<file path="src/rtl/lcd_clock_ctrl_pkg.sv">
// Shared definitions for the LCD clock controller: FSM encodings,
// the reset divisor and the stabilisation counter width helper.
package lcd_clock_pkg;

  typedef enum logic [1:0] {
    ST_WAIT_LOCK = 2'd0,
    ST_STABILIZE = 2'd1,
    ST_RUN       = 2'd2
  } state_e;

  localparam logic [7:0] DIV_RST_DEF = 8'd4;

  // Width of the stabilisation counter; it only has to reach LOCK_CYCLES-1.
  function automatic int stab_w(input int lock_cycles);
    return (lock_cycles < 2) ? 1 : $clog2(lock_cycles);
  endfunction

endpackage

</file>
<file path="src/rtl/lcd_clock_ctrl_if.sv">
// Configuration and status bundle of the LCD clock controller.
// master: the host / downstream consumer; slave: the controller itself.
interface lcd_clock_ctrl_if #(
  parameter int NUM_CH = 3,
  parameter int DIV_W  = 8
);
  logic [NUM_CH*DIV_W-1:0] div_i;
  logic                    div_load_i;
  logic                    clr_lost_i;
  logic [NUM_CH-1:0]       ce_o;
  logic [NUM_CH-1:0]       clk_div_o;
  logic                    rst_sync_n_o;
  logic                    lock_lost_o;
  logic [1:0]              state_o;

  modport master (
    output div_i, div_load_i, clr_lost_i,
    input  ce_o, clk_div_o, rst_sync_n_o, lock_lost_o, state_o
  );

  modport slave (
    input  div_i, div_load_i, clr_lost_i,
    output ce_o, clk_div_o, rst_sync_n_o, lock_lost_o, state_o
  );
endinterface

</file>
<file path="src/rtl/lcd_clock_div_ch.sv">
// One divider channel: counter, active/pending divisor and registered
// ce / divided-clock outputs. Outputs are computed from next-state values so
// they line up with the controller's state flop (start and stop together
// with rst_sync_n_o). A new divisor only takes effect at terminal count, so
// no runt period is ever produced.
module lcd_clock_div_ch
  import lcd_clock_pkg::*;
#(
  parameter int               DIV_W   = 8,
  parameter logic [DIV_W-1:0] DIV_RST = DIV_W'(DIV_RST_DEF)
) (
  input  logic             clk_i,
  input  logic             rst_n_i,
  input  logic             i_run,
  input  logic             i_run_nxt,
  input  logic             i_load,
  input  logic [DIV_W-1:0] i_div,
  output logic             o_ce,
  output logic             o_clk_div
);

  logic [DIV_W-1:0] r_cnt;
  logic [DIV_W-1:0] r_div_act;
  logic [DIV_W-1:0] r_div_pend;
  logic             r_pend;
  logic             r_ce;
  logic             r_clk_div;

  logic             w_tc;
  logic             w_apply;
  logic [DIV_W-1:0] w_div_nxt;
  logic [DIV_W-1:0] w_cnt_nxt;
  logic [DIV_W:0]   w_half;
  logic             w_ce_nxt;
  logic             w_clk_div_nxt;

  // Terminal count, pending->active hand-over and next output values.
  always_comb begin
    w_tc      = i_run && (r_div_act != '0) && (r_cnt == r_div_act - DIV_W'(1));
    w_apply   = r_pend && (w_tc || !i_run || (r_div_act == '0));
    w_div_nxt = w_apply ? r_div_pend : r_div_act;
    if (!i_run || !i_run_nxt || w_tc || (r_div_act == '0)) begin
      w_cnt_nxt = '0;
    end else begin
      w_cnt_nxt = r_cnt + DIV_W'(1);
    end
    // High phase is ceil(D/2) counts, so odd divisors lean high.
    w_half        = ({1'b0, w_div_nxt} + (DIV_W+1)'(1)) >> 1;
    w_ce_nxt      = i_run_nxt && (w_div_nxt != '0) &&
                    (w_cnt_nxt == w_div_nxt - DIV_W'(1));
    w_clk_div_nxt = i_run_nxt && (w_div_nxt != '0) &&
                    ({1'b0, w_cnt_nxt} < w_half);
  end

  // Channel state; a load arriving on the apply edge stays pending.
  always_ff @(posedge clk_i or negedge rst_n_i) begin
    if (!rst_n_i) begin
      r_cnt      <= '0;
      r_div_act  <= DIV_RST;
      r_div_pend <= DIV_RST;
      r_pend     <= 1'b0;
      r_ce       <= 1'b0;
      r_clk_div  <= 1'b0;
    end else begin
      r_cnt     <= w_cnt_nxt;
      r_ce      <= w_ce_nxt;
      r_clk_div <= w_clk_div_nxt;
      if (w_apply) r_div_act <= r_div_pend;
      if (i_load) begin
        r_div_pend <= i_div;
        r_pend     <= 1'b1;
      end else if (w_apply) begin
        r_pend <= 1'b0;
      end
    end
  end

  assign o_ce      = r_ce;
  assign o_clk_div = r_clk_div;

endmodule

</file>
<file path="src/rtl/lcd_clock_ctrl.sv">
// LCD clock-domain controller: lock synchroniser, reset sequencing FSM,
// sticky lock-lost flag and NUM_CH programmable clock-enable channels.
//
//   state        | meaning
//   ST_WAIT_LOCK | downstream held in reset, waiting for synced lock
//   ST_STABILIZE | lock seen, counting LOCK_CYCLES stable cycles
//   ST_RUN       | reset released, divider channels running
module lcd_clock_ctrl
  import lcd_clock_pkg::*;
#(
  parameter int               NUM_CH      = 3,
  parameter int               DIV_W       = 8,
  parameter int               LOCK_CYCLES = 1024,
  parameter logic [DIV_W-1:0] DIV_RST     = DIV_W'(DIV_RST_DEF)
) (
  input  logic             clk_i,
  input  logic             rst_n_i,
  input  logic             pll_lock_i,
  lcd_clock_ctrl_if.slave  bus
);

  localparam int                STAB_W    = stab_w(LOCK_CYCLES);
  localparam logic [STAB_W-1:0] STAB_LAST = STAB_W'(LOCK_CYCLES - 1);

  logic              r_lock_meta;
  logic              r_lock_sync;
  logic              r_lock_s;
  state_e            r_state;
  state_e            w_state_nxt;
  logic [STAB_W-1:0] r_stab_cnt;
  logic [STAB_W-1:0] w_stab_cnt_nxt;
  logic              r_lock_lost;
  logic              w_lost_set;
  logic              w_run;
  logic              w_run_nxt;
  logic [NUM_CH-1:0] w_ce;
  logic [NUM_CH-1:0] w_clk_div;

  // Two-flop synchroniser plus a retiming stage: lock_s rises two edges
  // after the edge that first samples pll_lock_i high.
  always_ff @(posedge clk_i or negedge rst_n_i) begin
    if (!rst_n_i) begin
      r_lock_meta <= 1'b0;
      r_lock_sync <= 1'b0;
      r_lock_s    <= 1'b0;
    end else begin
      r_lock_meta <= pll_lock_i;
      r_lock_sync <= r_lock_meta;
      r_lock_s    <= r_lock_sync;
    end
  end

  // Next-state, stabilisation count and lock-loss detection.
  always_comb begin
    w_state_nxt    = r_state;
    w_stab_cnt_nxt = r_stab_cnt;
    w_lost_set     = 1'b0;
    case (r_state)
      ST_WAIT_LOCK: begin
        w_stab_cnt_nxt = '0;
        if (r_lock_s) w_state_nxt = ST_STABILIZE;
      end
      ST_STABILIZE: begin
        if (!r_lock_s) begin
          w_state_nxt    = ST_WAIT_LOCK;
          w_stab_cnt_nxt = '0;
        end else if (r_stab_cnt == STAB_LAST) begin
          w_state_nxt = ST_RUN;
        end else begin
          w_stab_cnt_nxt = r_stab_cnt + STAB_W'(1);
        end
      end
      ST_RUN: begin
        if (!r_lock_s) begin
          w_state_nxt = ST_WAIT_LOCK;
          w_lost_set  = 1'b1;
        end
      end
      default: begin
        w_state_nxt    = ST_WAIT_LOCK;
        w_stab_cnt_nxt = '0;
      end
    endcase
  end

  // State, counter and sticky flag registers; a new loss beats a clear.
  always_ff @(posedge clk_i or negedge rst_n_i) begin
    if (!rst_n_i) begin
      r_state     <= ST_WAIT_LOCK;
      r_stab_cnt  <= '0;
      r_lock_lost <= 1'b0;
    end else begin
      r_state    <= w_state_nxt;
      r_stab_cnt <= w_stab_cnt_nxt;
      if (w_lost_set)          r_lock_lost <= 1'b1;
      else if (bus.clr_lost_i) r_lock_lost <= 1'b0;
    end
  end

  assign w_run     = (r_state == ST_RUN);
  assign w_run_nxt = (w_state_nxt == ST_RUN);

  for (genvar k = 0; k < NUM_CH; k++) begin : g_ch
    lcd_clock_div_ch #(
      .DIV_W   (DIV_W),
      .DIV_RST (DIV_RST)
    ) u_ch (
      .clk_i     (clk_i),
      .rst_n_i   (rst_n_i),
      .i_run     (w_run),
      .i_run_nxt (w_run_nxt),
      .i_load    (bus.div_load_i),
      .i_div     (bus.div_i[k*DIV_W +: DIV_W]),
      .o_ce      (w_ce[k]),
      .o_clk_div (w_clk_div[k])
    );
  end

  assign bus.ce_o         = w_ce;
  assign bus.clk_div_o    = w_clk_div;
  assign bus.rst_sync_n_o = w_run;
  assign bus.lock_lost_o  = r_lock_lost;
  assign bus.state_o      = r_state;

endmodule

</file>
<file path="src/flat_wrapper.sv">
// flat-port wrapper written by rule: the top's interface ports become plain ports
module lcd_clock_ctrl_flat import lcd_clock_pkg::*;
#(
  parameter int               NUM_CH      = 3,
  parameter int               DIV_W       = 8,
  parameter int               LOCK_CYCLES = 1024,
  parameter logic [DIV_W-1:0] DIV_RST     = DIV_W'(DIV_RST_DEF)
)
  (clk_i, rst_n_i, pll_lock_i, bus_div_i, bus_div_load_i, bus_clr_lost_i, bus_ce_o, bus_clk_div_o, bus_rst_sync_n_o, bus_lock_lost_o, bus_state_o);
  lcd_clock_ctrl_if #(.NUM_CH(NUM_CH), .DIV_W(DIV_W)) bus_i ();
  input  logic clk_i;
  input  logic rst_n_i;
  input  logic pll_lock_i;
  input wire logic [$bits(bus_i.div_i)-1:0] bus_div_i;
  input wire logic [$bits(bus_i.div_load_i)-1:0] bus_div_load_i;
  input wire logic [$bits(bus_i.clr_lost_i)-1:0] bus_clr_lost_i;
  output wire logic [$bits(bus_i.ce_o)-1:0] bus_ce_o;
  output wire logic [$bits(bus_i.clk_div_o)-1:0] bus_clk_div_o;
  output wire logic [$bits(bus_i.rst_sync_n_o)-1:0] bus_rst_sync_n_o;
  output wire logic [$bits(bus_i.lock_lost_o)-1:0] bus_lock_lost_o;
  output wire logic [$bits(bus_i.state_o)-1:0] bus_state_o;
  assign bus_i.div_i = bus_div_i;
  assign bus_i.div_load_i = bus_div_load_i;
  assign bus_i.clr_lost_i = bus_clr_lost_i;
  assign bus_ce_o = bus_i.ce_o;
  assign bus_clk_div_o = bus_i.clk_div_o;
  assign bus_rst_sync_n_o = bus_i.rst_sync_n_o;
  assign bus_lock_lost_o = bus_i.lock_lost_o;
  assign bus_state_o = bus_i.state_o;
  lcd_clock_ctrl #(.NUM_CH(NUM_CH), .DIV_W(DIV_W), .LOCK_CYCLES(LOCK_CYCLES), .DIV_RST(DIV_RST)) u_core (.clk_i(clk_i), .rst_n_i(rst_n_i), .pll_lock_i(pll_lock_i), .bus(bus_i));
endmodule
</file>
<file path="config.mk">
export PLATFORM = sky130hd
export DESIGN_NAME = lcd_clock_ctrl_flat
export DESIGN_NICKNAME = d
export VERILOG_FILES = /design/src/rtl/lcd_clock_ctrl_pkg.sv /design/src/rtl/lcd_clock_ctrl_if.sv /design/src/rtl/lcd_clock_div_ch.sv /design/src/rtl/lcd_clock_ctrl.sv /design/src/flat_wrapper.sv
export SDC_FILE = /design/constraint.sdc
export NUM_CORES = 1
export LEC_CHECK = 0
export ABC_CLOCK_PERIOD_IN_PS = 5600
export CAP_MARGIN = 15
export CORE_AREA = 2 2 136 138
export DETAILED_ROUTE_END_ITERATION = 7
export DIE_AREA = 0 0 138 140
export GPL_TIMING_DRIVEN = 0
export PLACE_DENSITY_LB_ADDON = 0.1
export SYNTH_ARGS = -nofsm -noshare
export SYNTH_HDL_FRONTEND = slang
export SYNTH_SLANG_ARGS = --single-unit
</file>
<file path="constraint.sdc">
create_clock -name clk_i -period 5.6 [get_ports clk_i]
set_clock_uncertainty 0.1 [all_clocks]
set_input_delay 1.12 -clock clk_i [delete_from_list [all_inputs] [get_ports clk_i]]
set_output_delay 1.12 -clock clk_i [all_outputs]
set_load 0.02 [all_outputs]
</file>
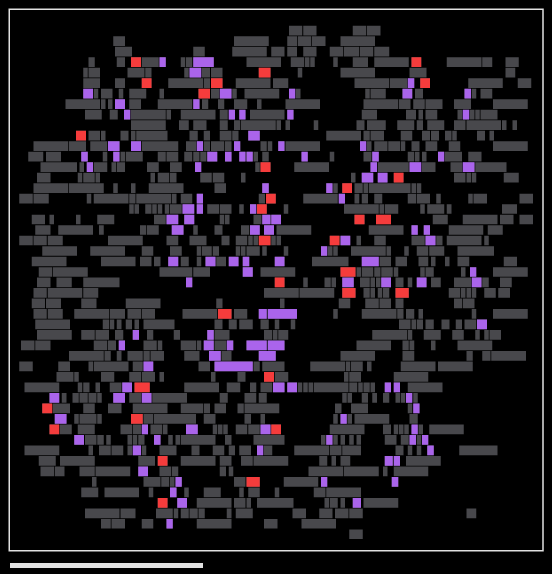
(images/gates.png)
Bar = 50 um.
colour	family	cells	most used
purple	aoi and oai cells	119	o21ai_0
red	non-inverting ao/oa cells	31	a21o_1
most used logic cell in the final layout: sky130_fd_sc_hd__dfrtp_1
logic share of the area: 52.7%

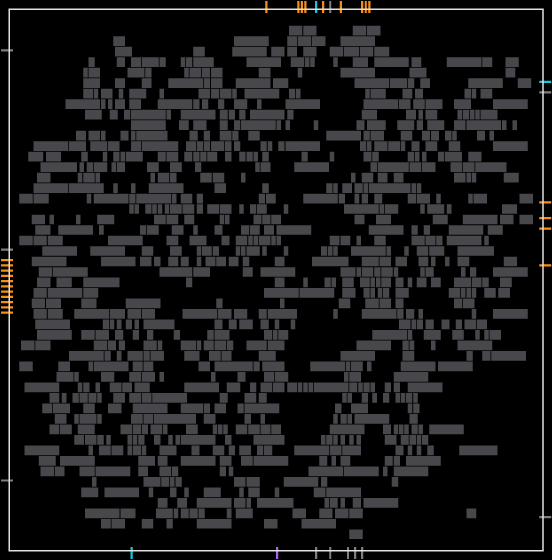
(images/pinout.png)
Pins as bars across the die edge, other pins in grey.
colour	port	pins	direction	edge
cyan	`bus_ce_o`	3	output	1 south, 1 north, 1 east
orange	`bus_div_i`	24	input	11 west, 9 north, 4 east
purple	`bus_rst_sync_n_o`	1	output	south

==> deck_impl_summary.md <==
Key Metrics from the Run

Logic synthesis
  • Synth Cell Area: 0.00706 mm2
  • Top logic family: simple AND/OR/NAND/NOR gates
  • Portion of synthesized cell area occupied by the leading cell type: 32.3%
  • Top cells by instance count after synthesis: sky130_fd_sc_hd__dfrtp_1, sky130_fd_sc_hd__nand2_1, sky130_fd_sc_hd__nor2_1, sky130_fd_sc_hd__inv_1, sky130_fd_sc_hd__xnor2_1

Final layout
  • Fraction of final layout cells with drive strength greater than 1: 9.94%
  • Final-stage net count: 884
  • Utilization after layout: 45.5%
  • Area used by multi-input combinational logic: 0.00427 mm2
  • Non-clock inverter count in the final layout: 51
  • Commonest cells after routing, fill and taps aside: sky130_fd_sc_hd__dfrtp_1, sky130_fd_sc_hd__nand2_1, sky130_fd_sc_hd__nor2_1
  • Biggest registers after layout: u_core.g_ch.u_ch.r_cnt x24, u_core.g_ch.u_ch.r_div_act x24, u_core.g_ch.u_ch.r_div_pend x24

Floorplan
  • Tap cell instance count: 229
  • Width of the die: 138 um

Setup path
  • Slack of the worst reg-to-reg path: 0.47 ns
  • Category of the most critical setup path: register to register

Clock network
  • Clock sinks: 97

Status
  • Run status: finished clean

Placement
  • Number of cells in the design after placement: 1038
  • Post-detailed-placement cell area: 0.00775 mm2

Job
  • OpenROAD warnings: 30

Global route
  • Total gr overflow: 0

Final timing
  • Total count of hold-check failures in the final report: 0
[how the worst min path moves through the flow]
| stage | slack (ns) | endpoint | from |
|---|---|---|---|
| final | 0.26 | u_core.r_lock_s | u_core.r_lock_sync |
| after global routing | 0.27 | u_core.r_lock_sync | u_core.r_lock_meta |
| after CTS | 0.26 | u_core.r_lock_s | u_core.r_lock_sync |
| after detailed placement | 0.25 | u_core.r_lock_s | u_core.r_lock_sync |
| after global placement | 0.24 | u_core.r_lock_s | u_core.r_lock_sync |
| after floorplan | 0.23 | u_core.r_lock_s | u_core.r_lock_sync |
[routing by layer]
metal	wire, um	track usage, %	vias up
met5	0	0	-
met1	8480	25.6	2898
li1	-	-	2843
met4	269	6.18	0
met2	9020	33.1	107
met3	477	2.36	13
